### Close-up of the layout, run 1

Scale bar: 5 um. Region (94, 74) to (114, 94) um. Cells in grey, sequential cells in the stronger grey; small squares are vias.
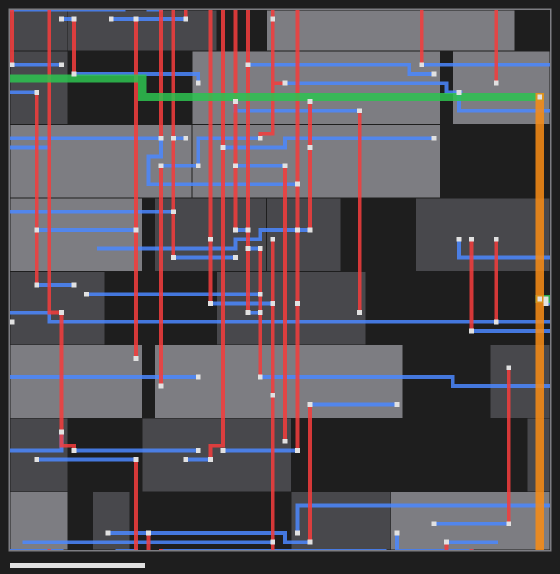
### Wire density map, run 1

The die is cut into 28 by 22 equal tiles; white is low, dark blue is high, scaled to the fullest tile. Values are wire area over tile area, all layers added.
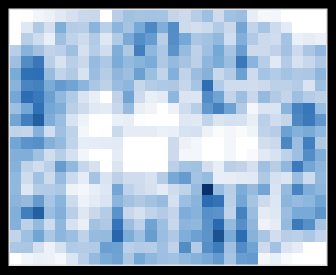
### Routing congestion map, run 1

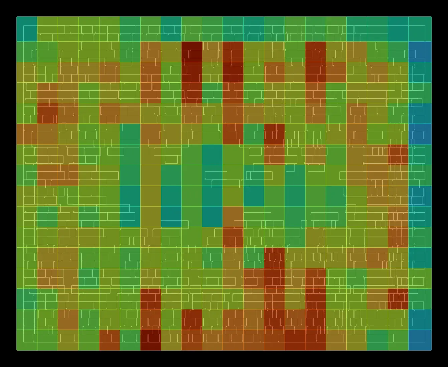
### Routed metal, one colour a layer, run 1

Scale bar: 50 um. Only two layers are drawn.
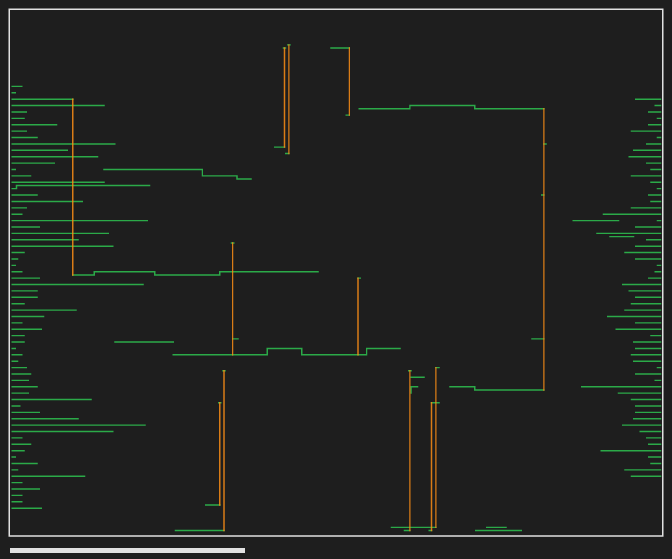
--- config.mk ---
export PLATFORM = sky130hd
export DESIGN_NAME = bus_arbiter
export DESIGN_NICKNAME = d
export VERILOG_FILES = /design/src/rtl/bus_arbiter.sv
export SDC_FILE = /design/constraint.sdc
export NUM_CORES = 1
export LEC_CHECK = 0
export CAP_MARGIN = 0
export CORE_ASPECT_RATIO = 0.8
export CORE_MARGIN = 2
export CORE_UTILIZATION = 41
export DETAILED_ROUTE_END_ITERATION = 16
export GPL_ROUTABILITY_DRIVEN = 1
export HOLD_SLACK_MARGIN = 0.08
export PLACE_DENSITY = 0.8
export SYNTH_ARGS = -nofsm -noshare
export SYNTH_HDL_FRONTEND = slang
export SYNTH_SLANG_ARGS = --single-unit
--- constraint.sdc ---
create_clock -name clk -period 2 [get_ports clk]
set_input_delay 0.6 -clock clk [delete_from_list [all_inputs] [get_ports clk]]
set_output_delay 0.6 -clock clk [all_outputs]
set_load 0.01 [all_outputs]
--- src/rtl/bus_arbiter.sv ---
// Two-master (instruction fetch / data) arbiter onto one shared memory port, one transaction in flight.
// Build option: define ARB_ROUND_ROBIN_EN for round-robin arbitration; otherwise data has fixed priority.
module bus_arbiter (
  input  logic        clk,
  input  logic        rst,

  input  logic        i_req_in,
  input  logic [31:0] i_addr_in,
  output logic        i_ready_out,
  output logic        i_valid_out,
  output logic [31:0] i_rdata_out,

  input  logic        d_req_in,
  input  logic [31:0] d_addr_in,
  input  logic [31:0] d_wdata_in,
  input  logic [3:0]  d_byte_en_in,
  output logic        d_ready_out,
  output logic        d_valid_out,
  output logic [31:0] d_rdata_out,

  input  logic        flush_in,

  output logic        bus_req_out,
  output logic [31:0] bus_addr_out,
  output logic [31:0] bus_wdata_out,
  output logic [3:0]  bus_byte_en_out,
  input  logic        bus_ready_in,
  input  logic        bus_valid_in,
  input  logic [31:0] bus_rdata_in,

  output logic        busy_out
);

  typedef enum logic [1:0] {
    ST_IDLE = 2'd0,
    ST_REQ  = 2'd1,
    ST_RESP = 2'd2
  } state_t;

  localparam logic OWNER_I = 1'b0;
  localparam logic OWNER_D = 1'b1;

  state_t      r_state;
  logic        r_owner;
  logic        r_drop;
  logic        r_bus_req;
  logic [31:0] r_bus_addr;
  logic [31:0] r_bus_wdata;
  logic [3:0]  r_bus_be;
  logic        r_i_ready;
  logic        r_i_valid;
  logic [31:0] r_i_rdata;
  logic        r_d_ready;
  logic        r_d_valid;
  logic [31:0] r_d_rdata;
`ifdef ARB_ROUND_ROBIN_EN
  logic        r_rr_last_d;
`endif

  logic        w_i_pend;
  logic        w_grant_d;
  logic        w_grant_i;
  logic        w_owner_i_flush;

  // A fetch presented together with a flush is for a stale PC and must not win.
  assign w_i_pend = i_req_in && !flush_in;

`ifdef ARB_ROUND_ROBIN_EN
  assign w_grant_d = d_req_in && (!w_i_pend || !r_rr_last_d);
`else
  assign w_grant_d = d_req_in;
`endif
  assign w_grant_i = w_i_pend && !w_grant_d;

  assign w_owner_i_flush = flush_in && (r_owner == OWNER_I);

  always_ff @(posedge clk or negedge rst) begin
    if (!rst) begin
      r_state     <= ST_IDLE;
      r_owner     <= OWNER_I;
      r_drop      <= 1'b0;
      r_bus_req   <= 1'b0;
      r_bus_addr  <= 32'd0;
      r_bus_wdata <= 32'd0;
      r_bus_be    <= 4'd0;
      r_i_ready   <= 1'b0;
      r_i_valid   <= 1'b0;
      r_i_rdata   <= 32'd0;
      r_d_ready   <= 1'b0;
      r_d_valid   <= 1'b0;
      r_d_rdata   <= 32'd0;
`ifdef ARB_ROUND_ROBIN_EN
      r_rr_last_d <= 1'b0;
`endif
    end else begin
      r_i_ready <= 1'b0;
      r_i_valid <= 1'b0;
      r_d_ready <= 1'b0;
      r_d_valid <= 1'b0;

      case (r_state)
        ST_IDLE: begin
          if (w_grant_d || w_grant_i) begin
            r_owner     <= w_grant_d ? OWNER_D : OWNER_I;
            r_bus_addr  <= w_grant_d ? d_addr_in : i_addr_in;
            r_bus_wdata <= w_grant_d ? d_wdata_in : 32'd0;
            r_bus_be    <= w_grant_d ? d_byte_en_in : 4'd0;
            r_bus_req   <= 1'b1;
            r_drop      <= 1'b0;
            r_state     <= ST_REQ;
`ifdef ARB_ROUND_ROBIN_EN
            r_rr_last_d <= w_grant_d;
`endif
          end
        end

        ST_REQ: begin
          if (w_owner_i_flush) begin
            r_drop <= 1'b1;
          end
          if (bus_ready_in) begin
            r_bus_req <= 1'b0;
            if (r_owner == OWNER_D) begin
              r_d_ready <= 1'b1;
            end else begin
              r_i_ready <= 1'b1;
            end
            r_state <= ST_RESP;
          end
        end

        ST_RESP: begin
          if (w_owner_i_flush) begin
            r_drop <= 1'b1;
          end
          if (bus_valid_in) begin
            if (r_owner == OWNER_D) begin
              r_d_rdata <= bus_rdata_in;
              r_d_valid <= 1'b1;
            end else if (!(r_drop || flush_in)) begin
              r_i_rdata <= bus_rdata_in;
              r_i_valid <= 1'b1;
            end
            // Flag lifetime ends with the transaction; a later assignment wins over the set above.
            r_drop  <= 1'b0;
            r_state <= ST_IDLE;
          end
        end

        default: begin
          r_state   <= ST_IDLE;
          r_bus_req <= 1'b0;
          r_drop    <= 1'b0;
        end
      endcase
    end
  end

  assign i_ready_out     = r_i_ready;
  assign i_valid_out     = r_i_valid;
  assign i_rdata_out     = r_i_rdata;
  assign d_ready_out     = r_d_ready;
  assign d_valid_out     = r_d_valid;
  assign d_rdata_out     = r_d_rdata;
  assign bus_req_out     = r_bus_req;
  assign bus_addr_out    = r_bus_addr;
  assign bus_wdata_out   = r_bus_wdata;
  assign bus_byte_en_out = r_bus_be;
  assign busy_out        = (r_state != ST_IDLE);

endmodule

==> results.yml, run 1 <==
# synthesis and place-and-route metrics
power:
  power_frac_comb_pct: 44.6
  leakage_nw: 4.14
  internal_power_w: 0.00993
  vdd_drop_max_mv: 0.845
  pg_comb_w: 0.00638
  power_leader: "combinational logic"
  seqPwrFrac_pct: 34.9
  p_sw_share_pct: 30.6
  clock_power_share_pct: 20.5
  p_switching_w: 0.00438
  pg_seq_w: 0.00499
  pg_clk_w: 0.00294
  total_power_w: 0.0143
logic_synthesis:
  ys.flops: 141
  syn_nets: 575
  ys_area_sq_um: 5960
  top_logic_kind: "multiplexers"
  netlist_instances: 433
  yosys.stat.seqShare_pct: 59.2
  synth-simple-area-share_pct: 4.75
  mux_area_share_pct: 26.2
  postSynthAreaPerCell_sq_um: 13.8
  ys_sh_xor_pct: 0
  synthAoiAreaFrac_pct: 4.14
  synth_cell_types: 25
  ys_warn_count: 0
  ys_cells: 433
job:
  tool_warnings: 28
  maxCapViolCount: 0
setup_path:
  setup.worst_path.start: "i_rdata_out[29]"
  cp_top_family: "buffers and inverters"
  cp.depth: 1
  path_cells: "clkdlybuf4s50_1"
  worstReg2RegEnd: "i_rdata_out[31]"
  reg2reg_depth: 6
  rrSetupSlack_ns: 0.19
  crit_required_ns: 1.40
  cpPeakStageDelay_ns: 0.57
  worst-path-buf-inv: 1
  r2r-start: "r_state[0]"
  cp.arrival_ns: 1.36
  end_kind: "output pin"
  path_class: "reg -> out"
  cp-start-kind: "flop"
  cp-endpoint: "i_rdata_out[29]"
  cp_slowest_cell: "clkdlybuf4s50_1"
layout:
  fillers: 1012
  n_all_inverters: 41
  top_area_cell_class: "flip-flops and latches"
  drive_gt1_share_pct: 25.5
  comb_cells: 226
  combGateArea_sq_um: 2140
  clk_share_pct: 5.84
  fin_nets: 864
  antennaDiodeCount: 0
  stdcell_area_sq_um: 9580
  flop-count: 141
  syn_to_final_growth_pct: 60.9
  utilization_pct: 67.3
  sh_comb_area_pct: 22.3
  seq_share_pct: 36.8
  clkbuf_count: 21
  buf_share_pct: 31.1
  final_cell_mix: "clkdlybuf4s50_1 (271), dfrtp_1 (141), mux2_2 (100), inv_1 (41), o21ai_0 (37)"
  final_cells: 918
  signal_buffers: 295
  layout_top_cell: "clkdlybuf4s50_1"
clock_network:
  ctsLongestPathBuffers: 2
  cts.sinks: 141
  root_buffer: "clkbuf_16"
  cts_tree: "built"
  clock_latency_ns: 0.41
  htree_levels: 4
  post-cts-setup-buffers: 0
  clk_pin_slew_ns: 0.06
  holdBufCountCts: 0
  cts_resized: 4
  cts_made_buffers: 17
sta:
  rsz0062_at_grt: "false"
  max-slew-margin-rel_pct: 74.4
  drv_slew: 0
  period_needed_ns: 1.96
  finalClockSkew_ns: 0.0111
  worst_slack_ns: 0.0392
  tns_ns: 0
  holdWs_ns: 0.0804
  hold_viol: 0
  fin_crit_sh_pct: 98.0
  fmax_mhz: 510
  tightest_slew_ns: 0.384
  finalSetupViolations: 0
floorplanning:
  io_pins: 277
  die_area_sq_um: 15500
  die_y_um: 112
  core.rowCount: 39
  initial_core_util_pct: 41.8
  nWellTaps: 184
  die_w_um: 139
  core_region_area_sq_um: 14200
placement:
  place_inst: 887
  hpwlAfterDp_um: 11400
  portBuffers: 276
  placed_area_sq_um: 9020
  place_congestion: 0.800
grt:
  grt_pass1_vias: 4916
  antenna_found_initial: 0
  grt.total_usage_pct: 20.9
  grt_remaining_overflow: 0
  use_met2_pct: 34.9
  grt_use_met3_pct: 7.40
  grt_max_degree: 51
  grt_pass1_wl_um: 25500
detailed_routing:
  top_layer: "met4"
  first_pass_iters: 4
  wirelength_met1_um: 6440
  met2_length_um: 7630
  route.detailed.drc: 0
  vias: 4420
  drt_iter0_markers: 129
  drtAntennaViolNets: 0
  postRouteWirelength_um: 15500
  route.met3.wl_um: 1130
  via_per_inst: 4.81
worst_hold_path:
  hold_path_class: "in -> async"
outcome:
  status: "complete, no violations"
Notes on 'Close-up of the layout' above:
M2 -> red
M4 -> orange
M1 -> blue
M3 -> green
cells with their middle in the window = 19
most frequent = dfrtp_1 (8), mux2_4 (4), mux2_2 (3)
netlist names of flops here include = `i_rdata_out` (4), `d_rdata_out` (3)
sequential cells in the window = 8

Notes on 'Wire density map' above:
densest ninth of the die = bottom centre
nearly empty tiles = 8.1%
fullest tile = 0.51
emptiest ninth of the die = centre
tiles over half the peak = 16%
mean over tiles = 0.16

Notes on 'Routing congestion map' above:
routed length per placed instance: 16.9 um
GRT busiest layer: met2
met1 Usage GRT: 25.3%

Notes on 'Routed metal, one colour a layer' above:
M3 -> green  # wire length 1,130 um
M4 -> orange  # wire length 347 um

==> run 1: cell usage after synthesis, drive strengths merged <==
library cell  instances  area, sq um
dfrtp               141         3530
o2bb2ai               1         8.76
o32a                  1         11.3
nor2                  3         11.3
and3                  1         6.26
nor4                  1         21.3
nand2                 3         13.8
nor3b                 1         7.51
mux2                129         1560
clkbuf                7         26.3
a211oi                2         15.0
buf                  18          119
ha                    3         37.5
nand2b                1         13.8
a21oi                 1         8.76
nor2b                 3         18.8
inv                  41          154
a2bb2oi               2         17.5
o21ai                37          185
nand3                37          190
==> run 2, diff against run 1 <==
Settings changed: HOLD_SLACK_MARGIN 0.08 to unset.
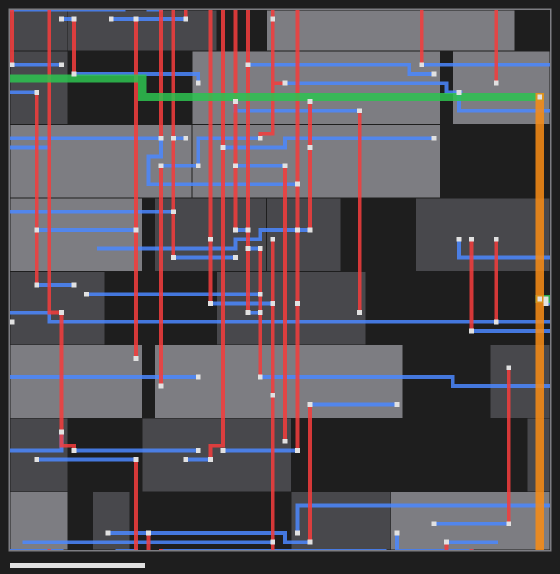
*Close-up of the layout, run 2*
Scale bar: 5 um. Region (94, 74) to (114, 94) um. Cells in grey, sequential cells in the stronger grey; small squares are vias.
M3 -> green
M2 -> red
M4 -> orange
M1 -> blue
cells with their middle in the window = 19
netlist names of flops here include = `i_rdata_out` (4), `d_rdata_out` (3)
most frequent = dfrtp_1 (8), mux2_4 (4), mux2_2 (3)
sequential cells in the window = 8

==> run 2 against run 1 <==
Clock-buffer cell count unchanged. Register-to-register slack about the same. Largest cell class unchanged. Global-route usage unchanged. Worst hold slack unchanged. Clock skew unchanged. Largest power group unchanged. Critical path type unchanged.
==> results.yml, run 2 <==
# synthesis and place-and-route metrics
detailed_routing:
  wirelength_met1_um: 6440
  route.detailed.drc: 0
  drt_iter0_markers: 129
  drtAntennaViolNets: 0
  first_pass_iters: 4
  route.met3.wl_um: 1130
  via_per_inst: 4.81
  met2_length_um: 7630
  vias: 4420
  top_layer: "met4"
  post_drt_wl_per_cell_um: 16.9
  postRouteWirelength_um: 15500
sta:
  finalClockSkew_ns: 0.0111
  worst_slack_ns: 0.0392
  fmax_mhz: 510
  drv_slew: 0
  rsz0062_at_grt: "false"
  finalSetupViolations: 0
  period_needed_ns: 1.96
  fin_crit_sh_pct: 98.0
  hold_viol: 0
  max-slew-margin-rel_pct: 74.4
  tightest_slew_ns: 0.384
  holdWs_ns: 0.0804
logic_synthesis:
  ys_cells: 433
  yosysTopAreaCellShare_pct: 59.2
  postSynthAreaPerCell_sq_um: 13.8
  synth.largest_area_cell: "dfrtp_1"
  ys.flops: 141
  syn_nets: 575
  synth-main-ff-cell: "dfrtp_1"
  top_cells_by_area: "dfrtp_1 (59%), mux2_2 (19%), mux2_4 (7.3%)"
  async_reset_ff_share_pct: 100
  synth_cell_types: 25
  top_cells_by_count: "dfrtp_1 (141), mux2_2 (100), inv_1 (41), o21ai_0 (37), nand3_1 (36)"
  yosysMostFrequentCell: "dfrtp_1"
  ys_area_sq_um: 5960
  netlist_instances: 433
setup_path:
  rrSetupSlack_ns: 0.19
  path_class: "reg -> out"
  cpPeakStageDelay_ns: 0.57
  worst-path-buf-inv: 1
  cp.depth: 1
  path_cells: "clkdlybuf4s50_1"
  r2r-start: "r_state[0]"
  end_kind: "output pin"
  crit_required_ns: 1.40
  cp.arrival_ns: 1.36
  cp-start-kind: "flop"
  cp_top_family: "buffers and inverters"
  setup.worst_path.start: "i_rdata_out[29]"
grt:
  grt_use_met3_pct: 7.40
  use_met2_pct: 34.9
  grt_remaining_overflow: 0
  grt_pass1_wl_um: 25500
  antenna_found_initial: 0
  grt_pass1_vias: 4916
  top_usage_layer: "met2"
  gr-usage-met1_pct: 25.3
  grt_max_degree: 51
  grt.total_usage_pct: 20.9
placement:
  place_inst: 887
  place_congestion: 0.800
  placed_area_sq_um: 9020
  portBuffers: 276
  hpwlAfterDp_um: 11400
clock_network:
  root_buffer: "clkbuf_16"
  cts_tree: "built"
  clock_latency_ns: 0.41
  cts.sinks: 141
  htree_levels: 4
  cts_made_buffers: 17
  clk_pin_slew_ns: 0.06
  post-cts-setup-buffers: 0
  ctsLongestPathBuffers: 2
  holdBufCountCts: 0
layout:
  final_cells: 918
  clkbuf_count: 21
  layout_top_cell: "clkdlybuf4s50_1"
  drive_gt1_share_pct: 25.5
  signal_buffers: 295
  buf_share_pct: 31.1
  fin_nets: 864
  fillers: 1012
  seq_share_pct: 36.8
  top_area_cell_class: "flip-flops and latches"
  flop-count: 141
  clk_share_pct: 5.84
  combGateArea_sq_um: 2140
  utilization_pct: 67.3
  sh_comb_area_pct: 22.3
  syn_to_final_growth_pct: 60.9
  final_cell_mix: "clkdlybuf4s50_1 (271), dfrtp_1 (141), mux2_2 (100), inv_1 (41), o21ai_0 (37)"
  n_all_inverters: 41
  comb_cells: 226
  antennaDiodeCount: 0
power:
  pg_seq_w: 0.00499
  internal_power_w: 0.00993
  power_frac_comb_pct: 44.6
  vdd_drop_max_mv: 0.845
  total_power_w: 0.0143
  p_switching_w: 0.00438
  seqPwrFrac_pct: 34.9
  clock_power_share_pct: 20.5
  power_leader: "combinational logic"
  p_per_area_nw_per_um2: 1490
  pg_clk_w: 0.00294
  p_sw_share_pct: 30.6
  pg_comb_w: 0.00638
job:
  maxCapViolCount: 0
  tool_warnings: 28
floorplanning:
  die_w_um: 139
  core_region_area_sq_um: 14200
  nWellTaps: 184
  initial_core_util_pct: 41.8
  die_y_um: 112
  die_area_sq_um: 15500
  core.rowCount: 39
outcome:
  status: "complete, no violations"
worst_hold_path:
  hold_path_class: "in -> async"
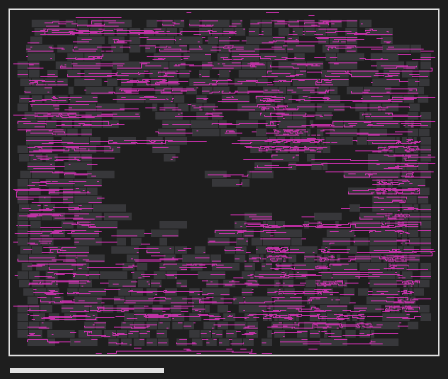
*The metal 1 layer, run 2*
Scale bar: 50 um. Cells faint in the background.
main direction = horizontal
wire length on this layer = 6,440 um
nets with wire on the layer = 745
longest straight run = 37.9 um
share of all routed wire = 41%

==> run 2: cell counts after synthesis <==
No cell type changed its count.
==> run 2: kinds of logic (layout without fill, tap and decap cells) <==
group | Yosys count | in the layout | synth area share, %
flip-flops | 141 | 141 | 59.2
AND-OR/OR-AND | 44 | 44 | 4.14
AND/OR/NAND/NOR | 50 | 50 | 4.75
buffers and inverters | 66 | 367 | 5.02
adder cells (fa/ha/maj) | 3 | 3 | 0.630
multiplexers | 129 | 129 | 26.2
==> run 2: repair_timing <==
item | 4_1_cts | 5_1_grt
setup endpoints to repair | 1 | 2
endpoints found under the hold margin | 0 | 0
cloned | 0 | 0
resized | 4 | 2
==> run 3, diff against run 2 <==
Settings changed: CTS_CLUSTER_DIAMETER set to 50.
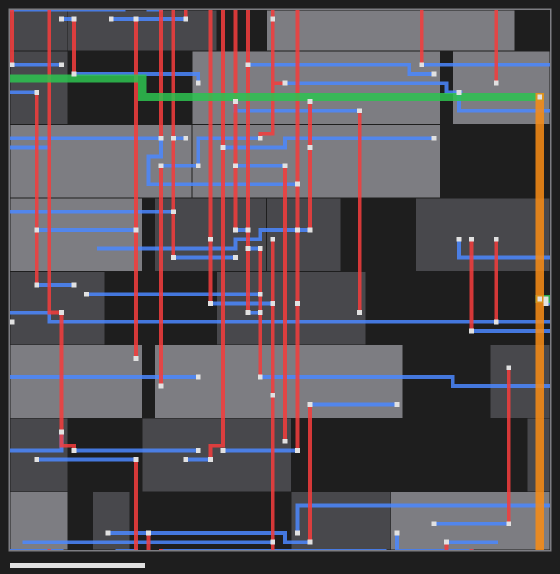
*Close-up of the layout, run 3*
Scale bar: 5 um. Region (94, 74) to (114, 94) um. Cells in grey, sequential cells in the stronger grey; small squares are vias.
M2 -> red
M3 -> green
M4 -> orange
M1 -> blue
cells with their middle in the window = 19
sequential cells in the window = 8
netlist names of flops here include = `i_rdata_out` (4), `d_rdata_out` (3)
most frequent = dfrtp_1 (8), mux2_4 (4), mux2_2 (3)

==> run 3 against run 2 <==
Worst hold slack unchanged. Critical path depth is the same. Core utilization unchanged. Fmax unchanged. Sequential share of layout area did not move. Sequential power about the same. Via count did not move. Clock power is essentially flat. Largest cell class unchanged.
==> results.yml, run 3 <==
# synthesis and place-and-route metrics
layout:
  n_all_inverters: 41
  fillers: 1012
  antennaDiodeCount: 0
  signal_buffers: 295
  drive_gt1_share_pct: 25.5
  stdcell_area_sq_um: 9580
  buf_share_pct: 31.1
  clkbuf_count: 21
  layout_top_cell: "clkdlybuf4s50_1"
  syn_to_final_growth_pct: 60.9
  sh_comb_area_pct: 22.3
  comb_cells: 226
  flop-count: 141
  fin_nets: 864
  seq_share_pct: 36.8
  final_cell_mix: "clkdlybuf4s50_1 (271), dfrtp_1 (141), mux2_2 (100), inv_1 (41), o21ai_0 (37)"
  final_cells: 918
  combGateArea_sq_um: 2140
  clk_share_pct: 5.84
  top_area_cell_class: "flip-flops and latches"
  utilization_pct: 67.3
setup_path:
  worstReg2RegEnd: "i_rdata_out[31]"
  cp-endpoint: "i_rdata_out[29]"
  r2r-start: "r_state[0]"
  rrSetupSlack_ns: 0.19
  path_cells: "clkdlybuf4s50_1"
  cp_top_family: "buffers and inverters"
  cp_slowest_cell: "clkdlybuf4s50_1"
  cp-start-kind: "flop"
  worst-path-buf-inv: 1
  end_kind: "output pin"
  cp.arrival_ns: 1.36
  cpPeakStageDelay_ns: 0.57
  path_class: "reg -> out"
  cp.depth: 1
  path_max_fanout: 2
  setup.worst_path.start: "i_rdata_out[29]"
  crit_required_ns: 1.40
  reg2reg_depth: 6
floorplanning:
  initial_core_util_pct: 41.8
  nWellTaps: 184
  die_area_sq_um: 15500
  die_w_um: 139
  core_region_area_sq_um: 14200
  core.rowCount: 39
  die_y_um: 112
  io_pins: 277
power:
  pg_clk_w: 0.00294
  clock_power_share_pct: 20.5
  seqPwrFrac_pct: 34.9
  pg_comb_w: 0.00638
  internal_power_w: 0.00993
  pg_seq_w: 0.00499
  power_frac_comb_pct: 44.6
  p_per_area_nw_per_um2: 1490
  power_leader: "combinational logic"
  p_sw_share_pct: 30.6
  p_switching_w: 0.00438
  vdd_drop_max_mv: 0.845
  total_power_w: 0.0143
  leakage_nw: 4.14
logic_synthesis:
  synth.largest_area_cell: "dfrtp_1"
  ys_cells: 433
  synth-simple-area-share_pct: 4.75
  ys_warn_count: 0
  synth-main-ff-cell: "dfrtp_1"
  ys_sh_xor_pct: 0
  top_logic_kind: "multiplexers"
  yosys.stat.seqShare_pct: 59.2
  netlist_instances: 433
  async_reset_ff_share_pct: 100
  ys_sh_adder_pct: 0.630
  synthAoiAreaFrac_pct: 4.14
  synth_cell_types: 25
  ys.flops: 141
  ys_area_sq_um: 5960
  top_cells_by_area: "dfrtp_1 (59%), mux2_2 (19%), mux2_4 (7.3%)"
  yosysMostFrequentCell: "dfrtp_1"
  top_cells_by_count: "dfrtp_1 (141), mux2_2 (100), inv_1 (41), o21ai_0 (37), nand3_1 (36)"
  edf_count: 0
  syn_area_sq_um: 5960
  syn_nets: 575
  yosysTopAreaCellShare_pct: 59.2
  postSynthAreaPerCell_sq_um: 13.8
  mux_area_share_pct: 26.2
sta:
  rsz0062_at_grt: "false"
  tightest_slew_ns: 0.384
  period_needed_ns: 1.96
  fmax_mhz: 510
  finalSetupViolations: 0
  max-slew-margin-rel_pct: 74.4
  holdWs_ns: 0.0804
  tns_ns: 0
  worst_slack_ns: 0.0392
  drv_slew: 0
  fin_crit_sh_pct: 98.0
  hold_viol: 0
  finalClockSkew_ns: 0.0111
grt:
  grt_remaining_overflow: 0
  grt_pass1_vias: 4916
  grt_max_degree: 51
  grt.total_usage_pct: 20.9
  antenna_found_initial: 0
  grt_pass1_wl_um: 25500
detailed_routing:
  post_drt_wl_per_cell_um: 16.9
  postRouteWirelength_um: 15500
  via_per_inst: 4.81
  met2_length_um: 7630
  first_pass_iters: 4
  wirelength_met1_um: 6440
  top_layer: "met4"
  vias: 4420
  route.met3.wl_um: 1130
  drt_iter0_markers: 129
  route.detailed.drc: 0
  drtAntennaViolNets: 0
clock_network:
  holdBufCountCts: 0
  cts_tree: "built"
  clk_pin_slew_ns: 0.06
  cts.sinks: 141
  cts_made_buffers: 17
  root_buffer: "clkbuf_16"
  post-cts-setup-buffers: 0
  clock_latency_ns: 0.41
  ctsLongestPathBuffers: 2
  cts_resized: 4
  htree_levels: 4
placement:
  hpwlAfterDp_um: 11400
  placed_area_sq_um: 9020
  place_inst: 887
  place_congestion: 0.800
  portBuffers: 276
job:
  maxCapViolCount: 0
  tool_warnings: 28
worst_hold_path:
  hold_path_class: "in -> async"
outcome:
  status: "complete, no violations"
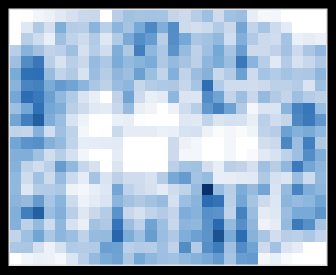
*Wire density map, run 3*
The die is cut into 28 by 22 equal tiles; white is low, dark blue is high, scaled to the fullest tile. Values are wire area over tile area, all layers added.
nearly empty tiles = 8.1%
fullest tile = 0.51
tiles over half the peak = 16%
densest ninth of the die = bottom centre
mean over tiles = 0.16
emptiest ninth of the die = centre

==> run 3: routing by layer <==
metal | vias up | track usage, %
met5 | - | 0
met2 | 173 | 34.9
met3 | 28 | 7.40
li1 | 2071 | -
met4 | 0 | 7.34
met1 | 2148 | 25.3
==> run 3: kinds of logic after synthesis <==
logic type / after synthesis
buffers and inverters: 66
flip-flops: 141
AND/OR/NAND/NOR: 50
multiplexers: 129
adder cells (fa/ha/maj): 3
AND-OR/OR-AND: 44
==> run 3: worst min-delay path by stage <==
| stage | to | depth (start not counted) |
|---|---|---|
| 2_1_floorplan | bus_addr_out[0] | 0 |
| 3_3_place_gp | bus_req_out | 1 |
| 3_5_place_dp | bus_req_out | 1 |
| 4_1_cts | d_rdata_out[4] | 1 |
| 5_1_grt | d_rdata_out[4] | 1 |
| 6_report | d_rdata_out[4] | 1 |
Power is estimated from default activity; no workload was simulated.
